===== src/rtl/change_dispenser_if.sv =====
// change_dispenser_if: request, hopper status and eject handshake bundle for the coin-return engine
interface change_dispenser_if #(parameter int AMT_W = 7);
    logic             start;
    logic [AMT_W-1:0] amount;
    logic             q_empty;
    logic             d_empty;
    logic             n_empty;
    logic             eject_ack;
    logic             eject_q;
    logic             eject_d;
    logic             eject_n;
    logic             busy;
    logic             done;
    logic             err;
    logic [AMT_W-1:0] remain;
    modport master (
        output start, amount, q_empty, d_empty, n_empty, eject_ack,
        input  eject_q, eject_d, eject_n, busy, done, err, remain
    );
    modport slave (
        input  start, amount, q_empty, d_empty, n_empty, eject_ack,
        output eject_q, eject_d, eject_n, busy, done, err, remain
    );
endinterface


===== src/rtl/change_dispenser.sv =====
// change_dispenser: greedy quarter/dime/nickel payout with level/ack ejects; CHG_TIMEOUT_EN adds an ack timeout
module change_dispenser #(
    parameter int AMT_W       = 7,
    parameter int TIMEOUT_CYC = 16
) (
    input logic               clk,
    input logic               reset,
    change_dispenser_if.slave bus
);
    typedef enum logic [2:0] {IDLE, SELECT, EJECT, DONE, ERR} state_t;
    typedef enum logic [1:0] {C_Q, C_D, C_N} coin_t;
    state_t           state;
    coin_t            coin;
    logic             eq, ed, en, busy, done, err;
    logic [AMT_W-1:0] remain, val, left;
`ifdef CHG_TIMEOUT_EN
    localparam int CNT_W = $clog2(TIMEOUT_CYC + 1);
    logic [CNT_W-1:0] cnt;
`endif
    assign bus.eject_q = eq;
    assign bus.eject_d = ed;
    assign bus.eject_n = en;
    assign bus.busy    = busy;
    assign bus.done    = done;
    assign bus.err     = err;
    assign bus.remain  = remain;
    // value of the latched coin and the amount left once it is acknowledged
    always_comb begin
        val  = coin == C_Q ? AMT_W'(25) : coin == C_D ? AMT_W'(10) : AMT_W'(5);
        left = remain - val;
    end
    // payout sequencer; all outputs are registered alongside the state
    always_ff @(posedge clk) begin
        if (reset) begin
            state  <= IDLE;
            coin   <= C_N;
            eq     <= 1'b0;
            ed     <= 1'b0;
            en     <= 1'b0;
            busy   <= 1'b0;
            done   <= 1'b0;
            err    <= 1'b0;
            remain <= '0;
`ifdef CHG_TIMEOUT_EN
            cnt    <= '0;
`endif
        end else begin
            done <= 1'b0;
            err  <= 1'b0;
            case (state)
                IDLE: if (bus.start) begin
                    busy <= 1'b1;
                    if (bus.amount % AMT_W'(5) != '0) begin
                        remain <= bus.amount;
                        err    <= 1'b1;
                        state  <= ERR;
                    end else if (bus.amount == '0) begin
                        remain <= '0;
                        done   <= 1'b1;
                        state  <= DONE;
                    end else begin
                        remain <= bus.amount;
                        state  <= SELECT;
                    end
                end
                SELECT: begin
`ifdef CHG_TIMEOUT_EN
                    cnt <= '0;
`endif
                    if (remain >= AMT_W'(25) && !bus.q_empty) begin
                        coin  <= C_Q;
                        eq    <= 1'b1;
                        state <= EJECT;
                    end else if (remain >= AMT_W'(10) && !bus.d_empty) begin
                        coin  <= C_D;
                        ed    <= 1'b1;
                        state <= EJECT;
                    end else if (!bus.n_empty) begin
                        coin  <= C_N;
                        en    <= 1'b1;
                        state <= EJECT;
                    end else begin
                        err   <= 1'b1;
                        state <= ERR;
                    end
                end
                EJECT: if (bus.eject_ack) begin
                    eq     <= 1'b0;
                    ed     <= 1'b0;
                    en     <= 1'b0;
                    remain <= left;
                    if (left == '0) begin
                        done  <= 1'b1;
                        state <= DONE;
                    end else begin
                        state <= SELECT;
                    end
                end
`ifdef CHG_TIMEOUT_EN
                else if (cnt == CNT_W'(TIMEOUT_CYC - 1)) begin
                    eq    <= 1'b0;
                    ed    <= 1'b0;
                    en    <= 1'b0;
                    err   <= 1'b1;
                    state <= ERR;
                end else begin
                    cnt <= cnt + 1'b1;
                end
`endif
                DONE: begin
                    busy   <= 1'b0;
                    remain <= '0;
                    state  <= IDLE;
                end
                ERR: begin
                    busy  <= 1'b0;
                    state <= IDLE;
                end
                default: state <= IDLE;
            endcase
        end
    end
endmodule


===== src/flat_wrapper.sv =====
// flat-port wrapper written by rule: the top's interface ports become plain ports
module change_dispenser_flat 
#(
    parameter int AMT_W       = 7,
    parameter int TIMEOUT_CYC = 16
)
  (clk, reset, bus_start, bus_amount, bus_q_empty, bus_d_empty, bus_n_empty, bus_eject_ack, bus_eject_q, bus_eject_d, bus_eject_n, bus_busy, bus_done, bus_err, bus_remain);
  change_dispenser_if #(.AMT_W(AMT_W)) bus_i ();
  input logic clk;
  input logic reset;
  input wire logic [$bits(bus_i.start)-1:0] bus_start;
  input wire logic [$bits(bus_i.amount)-1:0] bus_amount;
  input wire logic [$bits(bus_i.q_empty)-1:0] bus_q_empty;
  input wire logic [$bits(bus_i.d_empty)-1:0] bus_d_empty;
  input wire logic [$bits(bus_i.n_empty)-1:0] bus_n_empty;
  input wire logic [$bits(bus_i.eject_ack)-1:0] bus_eject_ack;
  output wire logic [$bits(bus_i.eject_q)-1:0] bus_eject_q;
  output wire logic [$bits(bus_i.eject_d)-1:0] bus_eject_d;
  output wire logic [$bits(bus_i.eject_n)-1:0] bus_eject_n;
  output wire logic [$bits(bus_i.busy)-1:0] bus_busy;
  output wire logic [$bits(bus_i.done)-1:0] bus_done;
  output wire logic [$bits(bus_i.err)-1:0] bus_err;
  output wire logic [$bits(bus_i.remain)-1:0] bus_remain;
  assign bus_i.start = bus_start;
  assign bus_i.amount = bus_amount;
  assign bus_i.q_empty = bus_q_empty;
  assign bus_i.d_empty = bus_d_empty;
  assign bus_i.n_empty = bus_n_empty;
  assign bus_i.eject_ack = bus_eject_ack;
  assign bus_eject_q = bus_i.eject_q;
  assign bus_eject_d = bus_i.eject_d;
  assign bus_eject_n = bus_i.eject_n;
  assign bus_busy = bus_i.busy;
  assign bus_done = bus_i.done;
  assign bus_err = bus_i.err;
  assign bus_remain = bus_i.remain;
  change_dispenser #(.AMT_W(AMT_W), .TIMEOUT_CYC(TIMEOUT_CYC)) u_core (.clk(clk), .reset(reset), .bus(bus_i));
endmodule

===== config.mk =====
export PLATFORM = sky130hd
export DESIGN_NAME = change_dispenser_flat
export DESIGN_NICKNAME = d
export VERILOG_FILES = /design/src/rtl/change_dispenser_if.sv /design/src/rtl/change_dispenser.sv /design/src/flat_wrapper.sv
export SDC_FILE = /design/constraint.sdc
export NUM_CORES = 1
export LEC_CHECK = 0
export ABC_AREA = 1
export CORE_ASPECT_RATIO = 1.1
export CORE_MARGIN = 1.5
export CORE_UTILIZATION = 24
export CTS_CLUSTER_DIAMETER = 40
export DETAILED_ROUTE_END_ITERATION = 6
export PLACE_DENSITY = 0.41
export SYNTH_ARGS = -nofsm -noshare
export SYNTH_HDL_FRONTEND = slang
export SYNTH_SLANG_ARGS = --single-unit
export TNS_END_PERCENT = 1

===== constraint.sdc =====
create_clock -name clk -period 5.4 [get_ports clk]
set_clock_uncertainty 0.1 [all_clocks]
set_input_delay 1.08 -clock clk [delete_from_list [all_inputs] [get_ports clk]]
set_output_delay 1.08 -clock clk [all_outputs]
set_load 0.05 [all_outputs]

**Run 1: cell density map**

Drawn at 4 px/um. 8 x 8 tiles, from white (low) to dark blue (high), 0 to 100% covered.
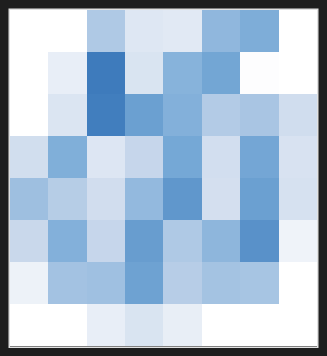
The fullest tile reaches 69%. 20% of the tiles are nearly empty. The densest ninth of the die: middle. The mean over all tiles is 27%.
Floorplan Utilization: 0.249
fin util: 0.318
core region area: 5770 um^2

**Run 1: sequential cells colored by netlist name**

Drawn at 6 px/um.
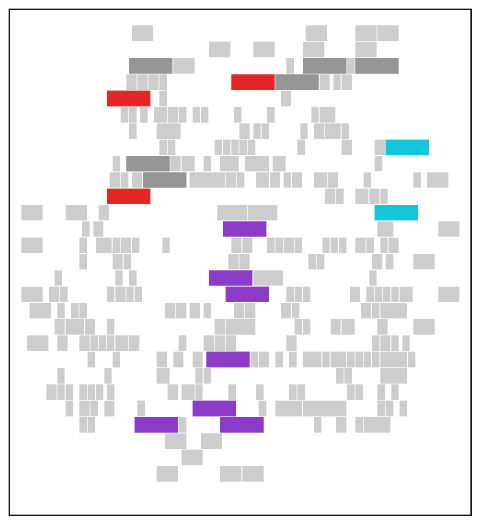
Red stands for u_core.state, placed flops 3. Cyan stands for u_core.coin, placed flops 2. Purple stands for u_core.bus.remain, placed flops 7.
Seq power: 161 uW
Seq. cell area: 360 um^2
Seq area share: 0.196

==> impl_metrics.env, run 1 <==
# implementation run metrics
export IMPL_status="completed"
export IMPL_period_used=0.516
export IMPL_cts_max_level=1
export IMPL_antenna_found_initial=0
export IMPL_ios=27
export IMPL_die_width_um=76.7
export IMPL_hold_buffers=0
export IMPL_chipArea_um2=6450
export IMPL_cts_resized_gates=0
export IMPL_drt_first_pass_iters=4
export IMPL_switching_share=0.411
export IMPL_crit_fanout=8
export IMPL_reg2reg_from="u_core.coin[1]"
export IMPL_synthCells=243
export IMPL_top_cell_area_share=0.251
export IMPL_power_switching_uw=196
export IMPL_worstSetupPathType="reg2out"
export IMPL_cp_required_ns=4.22
export IMPL_powerDensity_nw_per_um2=260
export IMPL_inv_count=40
export IMPL_crit_path_top_delay_cell="clkdlybuf4s50_1"
export IMPL_whs_endpoint="u_core.bus.eject_n"
export IMPL_ys_async_sr_fraction=0
export IMPL_startpoint_type="flop"
export IMPL_p_clk_frac=0.241
export IMPL_max_cap_violations=0
export IMPL_cts_reportedPaths_clkPinSlew_ns=0.08
export IMPL_top_layer="met4"
export IMPL_instances_no_fill=347
export IMPL_yosys_area_share_xor_xnor=0.0122
export IMPL_buf_share=0.142
export IMPL_yosysTopAreaCell="dfxtp_1"
export IMPL_crit_path_end_kind="output pin"
export IMPL_synth_compound_area_share=0.158
export IMPL_syn_cell_area_um2=1440
export IMPL_edf_count=0
export IMPL_yosysWarnings=0
export IMPL_use_met1=0.176
export IMPL_synth_most_common_cell="nand2_1"
export IMPL_clk_path_buf_depth=2
export IMPL_nets=291
export IMPL_rsz0062_at_grt="false"
export IMPL_syn_to_final_growth_pct=27.8
export IMPL_regMostFlops="u_core.bus.remain"
export IMPL_fin_crit_ns=2.78
export IMPL_grt_ovfl_total=0
export IMPL_ys_top_cells_by_count="nand2_1, inv_1, nand3_1, a21oi_1, nor2_1"
export IMPL_mux_share=0
export IMPL_netlist_top_cells_area="dfxtp_1, nand2_1, inv_1"
**Run 1: routed metal, one color a layer**

Drawn at 6 px/um.
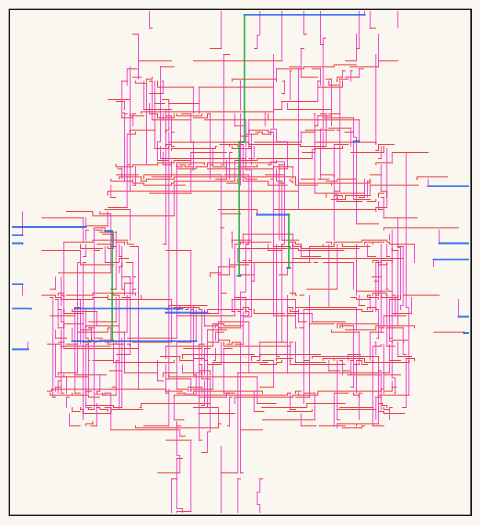
Magenta stands for M2, wire length 2000 um. Red stands for M1, wire length 1970 um. Green stands for M4, wire length 71.6 um. Blue stands for M3, wire length 115 um.
global-route usage over all layers: 0.136
wire per inst: 12.0 um
Via Count: 1552
Routed WL: 4.15 mm

**Run 1: clock nets**

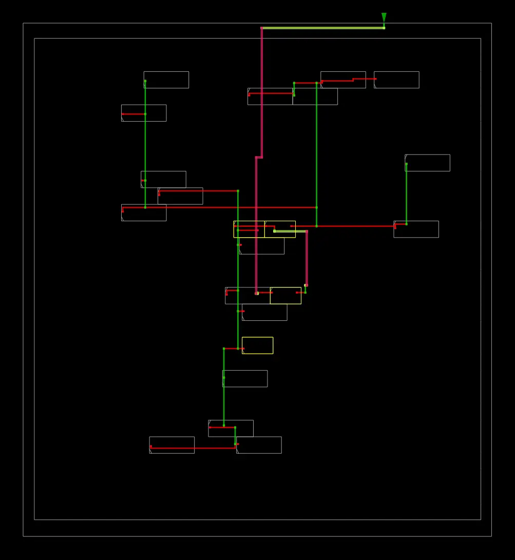
worst skew pair latency: 0.26 ns
sequential cell count: 18
Clk. pwr: 115 uW
CTS sink cnt: 18

[run 1: power groups by stage]
stage | Combinational, uW | Sequential (uW) | Clock (uW)
after floorplan | 107 | 195 | 0
after global placement | 204 | 165 | 0
after detailed placement | 200 | 164 | 0
after CTS | 201 | 161 | 117
after global routing | 225 | 164 | 122
final | 200 | 161 | 115
[run 1: cells in the final DEF, fill, tap and decap left out, drive strengths merged, types with 2 or more instances in the layout]
cell	n
clkbuf	4
nor2	20
nand2	74
nand4	5
a21oi	22
o211ai	3
ha	5
o21ai	14
inv	40
nand3	25
clkdlybuf4s50	26
o22ai	2
or2	2
dfxtp	18
nor3	5
## Run 2: what changed since run 1
clock period = 2.8 ns   (was 5.4 ns; I/O delays follow)
**Run 2: routed metal, one color a layer**

Drawn at 6 px/um.
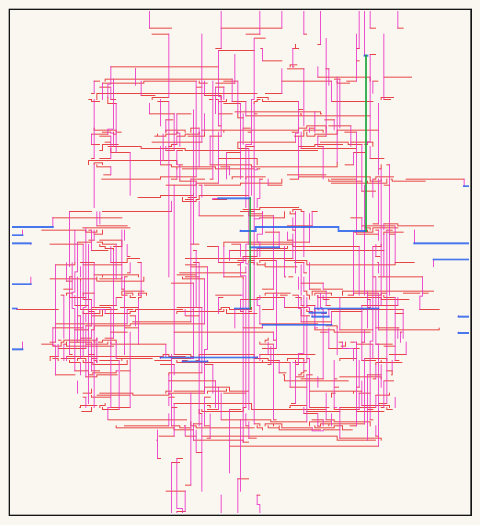
Green stands for M4, wire length 47.6 um. Magenta stands for M2, wire length 2000 um. Red stands for M1, wire length 2080 um. Blue stands for M3, wire length 118 um.
Via Count: 1584
global-route usage over all layers: 0.141
Routed WL: 4.24 mm

**Run 2: clock nets**

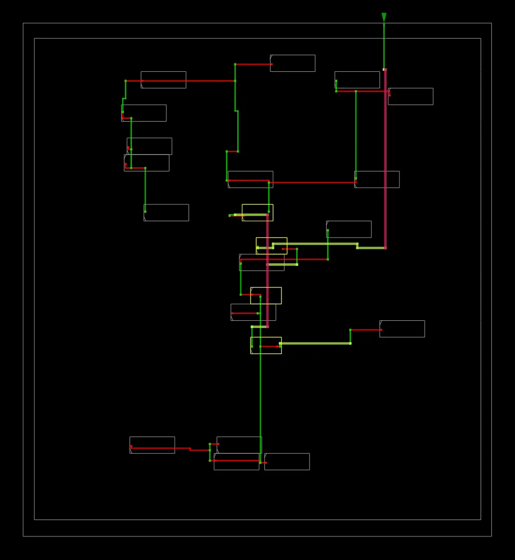
# clk buffers: 4
total CTS buffers: 3
Clk. pwr: 227 uW

==> run 2 against run 1 <==
Final cell count is 0.29% higher. Critical path depth stayed put. Global-route usage is 0.47 points higher. Register-to-register slack worse by 2.5 ns. Combinational power is 97% higher. Core utilization is 0.13 points higher. Highest routed layer unchanged. Synthesized cell count stayed put. Die size stayed put. Non-clock buffer count is 1 higher. Clock power is 97% higher. Sequential share of layout area is 0.080 points lower.
==> impl_metrics.env, run 2 <==
# implementation run metrics
export IMPL_worstSetupPathType="reg2out"
export IMPL_crit_path_top_delay_cell="clkdlybuf4s50_1"
export IMPL_use_met1=0.178
export IMPL_final_cell_mix="nand2_1, inv_1, clkdlybuf4s50_1, nand3_1, a21oi_1"
export IMPL_syn_cell_area_um2=1440
export IMPL_chipArea_um2=6450
export IMPL_drt_first_pass_iters=4
export IMPL_powerDensity_nw_per_um2=505
export IMPL_die_width_um=76.7
export IMPL_switching_share=0.415
export IMPL_core_um2=5770
export IMPL_max_cap_violations=0
export IMPL_top_cell_area_share=0.251
export IMPL_whs_endpoint="u_core.bus.eject_n"
export IMPL_ios=27
export IMPL_netlist_top_cells_area="dfxtp_1, nand2_1, inv_1"
export IMPL_status="completed"
export IMPL_lay_top_count="nand2_1"
export IMPL_yosysWarnings=0
export IMPL_clk_path_buf_depth=2
export IMPL_synth_most_common_cell="nand2_1"
export IMPL_hold_buffers=0
export IMPL_regMostFlops="u_core.bus.remain"
export IMPL_pg_seq_uw=310
export IMPL_fp_util=0.249
export IMPL_cts_reportedPaths_clkPinSlew_ns=0.08
export IMPL_power_group_top="combinational logic"
export IMPL_reg2reg_from="u_core.coin[1]"
export IMPL_ys_top_cells_by_count="nand2_1, inv_1, nand3_1, a21oi_1, nor2_1"
export IMPL_instances_no_fill=348
export IMPL_yosys_area_share_xor_xnor=0.0122
export IMPL_mux_share=0
export IMPL_power_switching_uw=387
export IMPL_syn_to_final_growth_pct=28.3
export IMPL_cts_max_level=1
export IMPL_crit_fanout=8
export IMPL_clock_latency_ns=0.26
**Run 2: cell density map**

Drawn at 4 px/um. 8 x 8 tiles, from white (low) to dark blue (high), 0 to 100% covered.
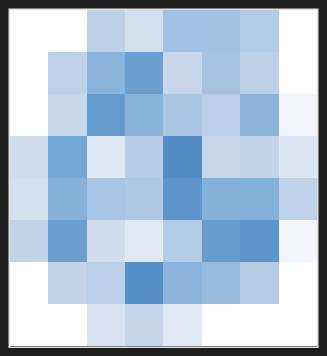
The mean over all tiles is 27%. 20% of the tiles are nearly empty. The densest ninth of the die: middle. The fullest tile reaches 62%.
fin util: 0.319

run 2: cell counts after synthesis:
No cell type changed its count.
run 2: worst min-delay path: cells and delay by family, from the launching register on:
kind,cells,cell delay (ns)
DFF,1,0.31
buffers and inverters,1,0.04
AOI/OAI and AO/OA,1,0.05
run 2: cell type report:
| type | count | area [um^2] | share of cell area |
|---|---|---|---|
| Inverter | 40 | 153 | 0.0829 |
| Timing Repair Buffer | 27 | 268 | 0.145 |
| Clock buffer | 4 | 55.1 | 0.0299 |
| Tap cell | 77 | 96.3 | 0.0523 |
| Multi-Input combinational cell | 182 | 910 | 0.494 |
| Sequential cell | 18 | 360 | 0.196 |
## Run 3: what changed since run 2
clock period = 2.1 ns   (was 2.8 ns; I/O delays follow)
**Run 3: sequential cells colored by netlist name**

Drawn at 6 px/um.
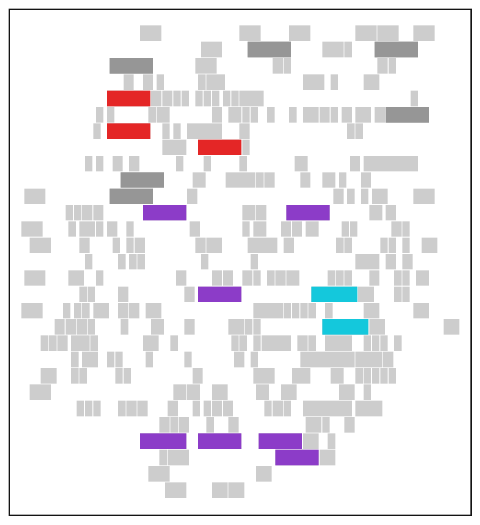
Purple stands for u_core.bus.remain, placed flops 7. Red stands for u_core.state, placed flops 3. Cyan stands for u_core.coin, placed flops 2.
Seq area share: 0.182
Seq. cell area: 364 um^2
Seq power: 411 uW

**Run 3: routed metal, one color a layer**

Drawn at 6 px/um.
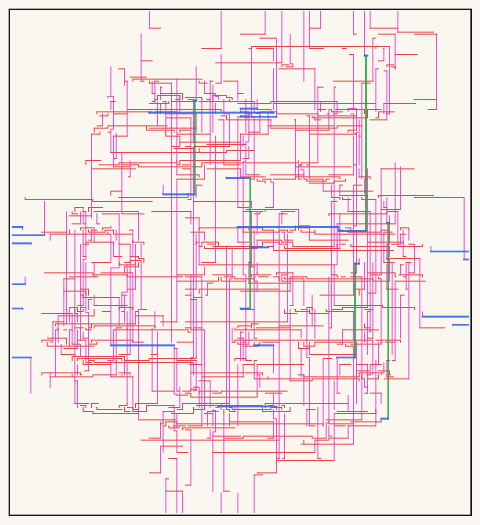
Green stands for M4, wire length 115 um. Blue stands for M3, wire length 128 um. Magenta stands for M2, wire length 2150 um. Red stands for M1, wire length 2100 um.
Via Count: 1632
global-route usage over all layers: 0.144
wire per inst: 12.3 um

==> run 3 against run 2 <==
Synthesized cell count unchanged. Combinational power increased by 52%. Via count increased by 3.0%. Sequential cell count unchanged. Highest routed layer unchanged. Register-to-register slack got worse by 0.55 ns. First-iteration DRC count increased by 16%. Final area increased by 8.8%.
==> impl_metrics.env, run 3 <==
# implementation run metrics
export IMPL_status="completed"
export IMPL_cts_reportedPaths_clkPinSlew_ns=0.07
export IMPL_clk_path_buf_depth=2
export IMPL_cp_required_ns=2.21
export IMPL_lay_top_count="nand2_1"
export IMPL_regMostFlops="u_core.bus.remain"
export IMPL_final_cell_mix="nand2_1, inv_1, nand3_1, buf_4, a21oi_1"
export IMPL_synth_most_common_cell="nand2_1"
export IMPL_yosysTopAreaCell="dfxtp_1"
export IMPL_max_cap_violations=0
export IMPL_instances_no_fill=364
export IMPL_powerDensity_nw_per_um2=650
export IMPL_fin_crit_ns=2.00
export IMPL_cts_max_level=1
export IMPL_drt_first_pass_iters=4
export IMPL_netlist_top_cells_area="dfxtp_1, nand2_1, inv_1"
export IMPL_core_um2=5770
export IMPL_top_layer="met4"
export IMPL_nets=308
export IMPL_use_met1=0.186
export IMPL_hold_buffers=0
export IMPL_antenna_found_initial=0
export IMPL_cts_buffers_inserted=3
export IMPL_crit_fanout=2
export IMPL_top_cell_area_share=0.251
export IMPL_crit_path_end_kind="flop"
export IMPL_worstSetupPathType="reg2reg"
export IMPL_edf_count=0
export IMPL_syn_to_final_growth_pct=39.6
export IMPL_ys_async_sr_fraction=0
export IMPL_clock_latency_ns=0.26
export IMPL_whs_endpoint="u_core.bus.eject_n"
export IMPL_ys_top_cells_by_count="nand2_1, inv_1, nand3_1, a21oi_1, nor2_1"
export IMPL_synthCells=243
export IMPL_routed_wl_mm=4.49
export IMPL_yosysWarnings=0
export IMPL_period_used=0.950
**Run 3: cell density map**

Drawn at 4 px/um. 8 x 8 tiles, from white (low) to dark blue (high), 0 to 100% covered.
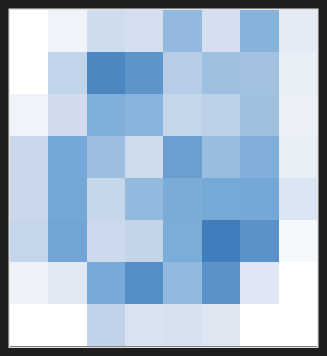
The fullest tile reaches 69%. 11% of the tiles are nearly empty. The mean over all tiles is 30%. The densest ninth of the die: middle.
fin util: 0.347

run 3: cell counts after synthesis:
Identical to the previous run, type by type.
run 3: cells by family (layout without fill, tap and decap cells):
family,Yosys count,after routing,synth area share
simple gates,132,132,0.406
buf+inv,43,87,0.115
compound gates,42,42,0.158
flops,18,18,0.251
fa+ha+maj,6,6,0.0575
xor+xnor,2,2,0.0122
run 3: where the power goes:
group          switching, uW  total, uW  internal (uW)
sequential              37.4        411            374
clock                    125        292            167
combinational            368        598            230
total                    531       1300            771
run 3: final cells by class:
class / instances / area (um^2) / share of cell area
multi-input combinational: 182 / 960 / 0.479
inverter: 40 / 155 / 0.0775
clock buffer: 4 / 55.1 / 0.0275
tap: 77 / 96.3 / 0.0481
sequential: 18 / 364 / 0.182
timing repair buffer: 43 / 373 / 0.186
No activity file was given, so power comes from the tool's default toggle rates.
